File: src/rtl/rf_wb_arbiter.sv
// Write-back arbiter for a 3-port register file: shares the sync write port between two
// requesters and tracks pending destinations for RAW stalls. RFWB_RR_EN selects round-robin ties.
module rf_wb_arbiter #(
    parameter int DW = 32,
    parameter int AW = 5
) (
    input  logic                 clk,
    input  logic                 rst_n,
    input  logic                 claim_valid,
    input  logic [AW-1:0]        claim_rd,
    input  logic                 wb0_valid,
    output logic                 wb0_ready,
    input  logic [AW-1:0]        wb0_rd,
    input  logic [DW-1:0]        wb0_data,
    input  logic                 wb1_valid,
    output logic                 wb1_ready,
    input  logic [AW-1:0]        wb1_rd,
    input  logic [DW-1:0]        wb1_data,
    input  logic [AW-1:0]        q_rs1,
    input  logic [AW-1:0]        q_rs2,
    output logic                 q_busy1,
    output logic                 q_busy2,
    output logic                 rf_we,
    output logic [AW-1:0]        rf_a3,
    output logic [DW-1:0]        rf_wd,
    output logic [(1<<AW)-1:0]   pend_vec
);
    localparam int NREG = 1 << AW;

    logic            gnt0, gnt1, accept;
    logic [AW-1:0]   sel_rd;
    logic [DW-1:0]   sel_data;
    logic [NREG-1:0] pend, pend_nxt;

`ifdef RFWB_RR_EN
    logic last_gnt;  // 1 = wb1 took the most recent grant, so wb0 wins the next tie

    always_ff @(posedge clk or negedge rst_n) begin
        if (!rst_n)      last_gnt <= 1'b1;
        else if (accept) last_gnt <= gnt1;
    end

    always_comb begin
        gnt0 = wb0_valid && (!wb1_valid || last_gnt);
        gnt1 = wb1_valid && !gnt0;
    end
`else
    always_comb begin
        gnt0 = wb0_valid;
        gnt1 = wb1_valid && !wb0_valid;
    end
`endif

    assign wb0_ready = gnt0;
    assign wb1_ready = gnt1;
    assign accept    = gnt0 || gnt1;
    assign sel_rd    = gnt0 ? wb0_rd   : wb1_rd;
    assign sel_data  = gnt0 ? wb0_data : wb1_data;

    always_ff @(posedge clk or negedge rst_n) begin
        if (!rst_n) begin
            rf_we <= 1'b0;
            rf_a3 <= '0;
            rf_wd <= '0;
        end else begin
            rf_we <= accept && (sel_rd != '0);
            if (accept) begin
                rf_a3 <= sel_rd;
                rf_wd <= sel_data;
            end
        end
    end

    // Clear on the commit edge; a same-edge claim of that register wins (new producer).
    always_comb begin
        pend_nxt = pend;
        if (rf_we) pend_nxt[rf_a3] = 1'b0;
        if (claim_valid && claim_rd != '0) pend_nxt[claim_rd] = 1'b1;
        pend_nxt[0] = 1'b0;
    end

    always_ff @(posedge clk or negedge rst_n) begin
        if (!rst_n) pend <= '0;
        else        pend <= pend_nxt;
    end

    assign pend_vec = pend;
    assign q_busy1  = pend[q_rs1];
    assign q_busy2  = pend[q_rs2];
endmodule

File: config.mk
export PLATFORM = sky130hd
export DESIGN_NAME = rf_wb_arbiter
export DESIGN_NICKNAME = d
export VERILOG_FILES = /design/src/rtl/rf_wb_arbiter.sv
export SDC_FILE = /design/constraint.sdc
export NUM_CORES = 1
export LEC_CHECK = 0
export CORE_ASPECT_RATIO = 1.75
export CORE_MARGIN = 3
export CORE_UTILIZATION = 42
export CTS_CLUSTER_SIZE = 25
export DETAILED_ROUTE_END_ITERATION = 7
export PLACE_DENSITY = 0.88
export SLEW_MARGIN = 10
export SYNTH_ARGS = -nofsm -noshare
export SYNTH_HDL_FRONTEND = slang
export SYNTH_SLANG_ARGS = --single-unit
File: constraint.sdc
create_clock -name clk -period 2.14 [get_ports clk]
set_input_delay 0.428 -clock clk [delete_from_list [all_inputs] [get_ports clk]]
set_output_delay 0.428 -clock clk [all_outputs]
set_load 0.02 [all_outputs]
Fig. 1: cells coloured by class
Bar = 20 µm. Fill, decap, tap and diode cells in grey.
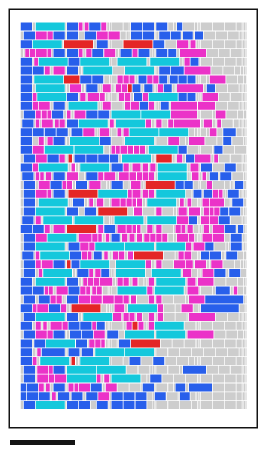
- other buffers and delay cells: blue (cells 207; share of their area 34%)
- all other logic: magenta (cells 278; share of their area 32%)
- clock drivers and dummy loads: red (cells 16; share of their area 4.6%)
- flip-flops: cyan (cells 69; share of their area 29%)
core footprint: 8368 µm²
# rows: 44
post-route cell area: 6048 µm²
Seq area share: 28.55%
utilization after layout: 72.28%

Fig. 2: drive-strength map
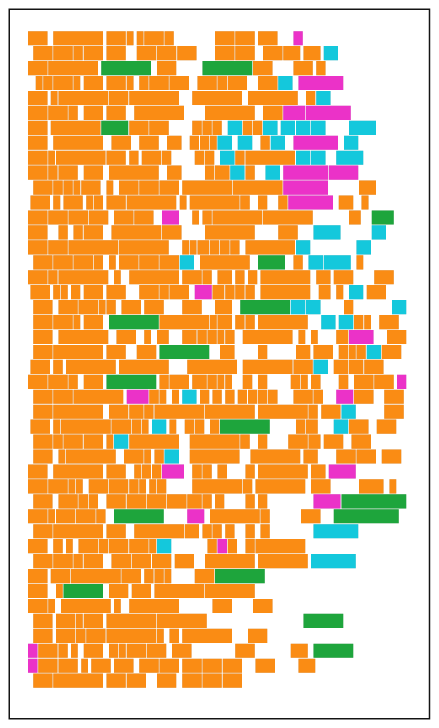
- drive 6 and up: green (cells 17; share 3.0%)
- drive 2: magenta (cells 22; share 3.9%)
- drive 1 or less: orange (cells 488; share 86%)
- drive 3 to 4: cyan (cells 43; share 7.5%)

Fig. 3: gate-type map
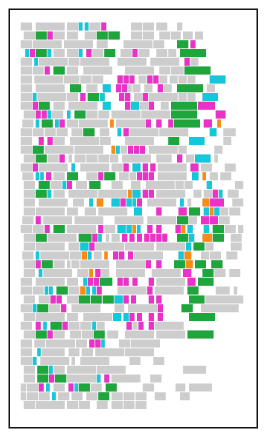
- NAND gates: cyan (cells 72; most used nand2_1; where widely spread)
- NOR gates: orange (cells 17; most used nor2_1)
- multiplexers: green (cells 62; most used mux2i_1; where widely spread)
- inverting AOI/OAI gates: magenta (cells 117; most used o21ai_0)
most frequent logic cell in the layout: clkdlybuf4s50_1
Comb/total area: 30.74%
Final Non-Filler Cells: 685

Fig. 4: clock routing
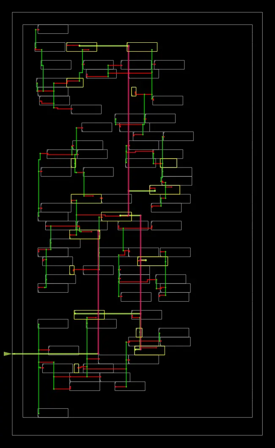
CLK BUF: 15
# clock sinks: 69
Setup Skew: 4.821 ps
Clk power: 1.35 mW
Num CTS Buffers: 9

Fig. 5: M2 wires
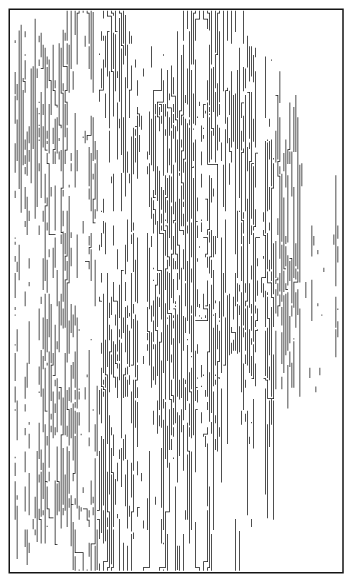
- longest straight run: 58.8 µm
- share of all routed wire: 55%
- main direction: vertical

==> qor.yml <==
critical_path:
  ff2ff_path_depth: 3
  worstSetupStartpointType: "flip-flop"
  slowest_stage: "mux4_2"
  required_ps: 1710
  r2r_slack_ps: 530
  critPathTopFamily: "multiplexers"
  worstPathCellList: "mux4_2, nand2b_4, o211ai_1, nand4_1, buf_4"
status:
  status: "finished with violations"
  violations: "negative setup slack"
final_layout:
  n_antenna_cell: 0
placed_design:
  post-place-cells: 660
synth:
  synth_adder_area_share_pct: 0
  aoi_share_pct: 16.91
  syn_area_um2: 3625
  ys_sh_simple_pct: 12.91
  ys_cells: 370
  postSynthAreaPerCell_um2: 9.797
  postSynthSeqShare_pct: 47.64
job:
  maxCapViolations: 0
floorplanning:
  die_h_um: 128.9
final_timing:
  max_freq_mhz: 458.4
  holdWs_ps: 104.3
  fin_ws_ps: -41.54
  finalSetupViolations: 2
  rsz0062_at_grt: "yes"
  worst_slew_pin_slew_ps: 614.8
  drv_slew: 0
global_route:
  grtUsageTotal_pct: 26.68
drt:
  drt-total-wl_mm: 13.22
  vias: 3798
  ant_nets: 0
hold_path:
  min_path_type: "input pin to asynchronous set/reset pin"
power_and_ir_drop:
  p_leak_nw: 2.570
-- synthesized netlist by cell type (all sizes together) --
library cell / instances
mux4: 6
a22oi: 4
inv: 3
a21oi: 7
or3b: 4
nand2b: 4
dfrtp: 69
nand3: 12
mux2: 2
nor2: 10
nand3b: 11
buf: 13
nand4: 2
conb: 1
or3: 2
a211oi: 2
nand2: 43
o2111ai: 2
mux2i: 54
nor2b: 5
nor3: 2
o211ai: 2
clkbuf: 10
o21ai: 100
-- worst min path at each step --
stage               start            to
detailed placement  rst_n     rf_wd[23]
CTS                 rst_n     rf_wd[23]
global route        rst_n     rf_wd[22]
floorplan           rst_n  pend_vec[10]
finish              rst_n     rf_wd[22]
global placement    rst_n     rf_wd[23]
-- flip-flops by register name (all words and copies together), names as in the netlist --
name and flops:
rf_wd 32, rf_we 1, pend_vec 31, rf_a3 5
-- metal layers --
metal	track usage [%]	routed length, µm
met5	0	0
met4	13.45	473
met3	7.283	1010
met2	51.94	7224
met1	25.18	4513
-- power by group --
| part | switching [mW] | internal (mW) |
|---|---|---|
| logic | 1.03 | 1.18 |
| clock network | 0.503 | 0.847 |
| registers | 0.338 | 1.59 |
-- cells by family (layout without fill, tap and decap cells) --
group / count (synthesis) / in the layout
AND/OR/NAND/NOR: 95 / 95
other: 1 / 1
buffers and inverters: 26 / 226
multiplexers: 62 / 62
AND-OR/OR-AND: 117 / 117
flip-flops: 69 / 69
-- cell type report --
cell class                 count  area (µm²)
clock buffer                  15       267.8
clock inverter                 1       5.005
fill                         595        2320
inverter                       3       11.26
multi-input combinational    275        1859
sequential                    69        1727
tap                          115       143.9
timing repair buffer         207        2034
-- repair_timing --
action	in CTS	in global routing
hold buffers	0	0
setup buffers	4	3
setup endpoints to repair	2	2
pin swaps	2	2
gates resized	29	8
gates cloned	2	0
Power figures rest on the tool's default switching activity, not on a simulated workload.
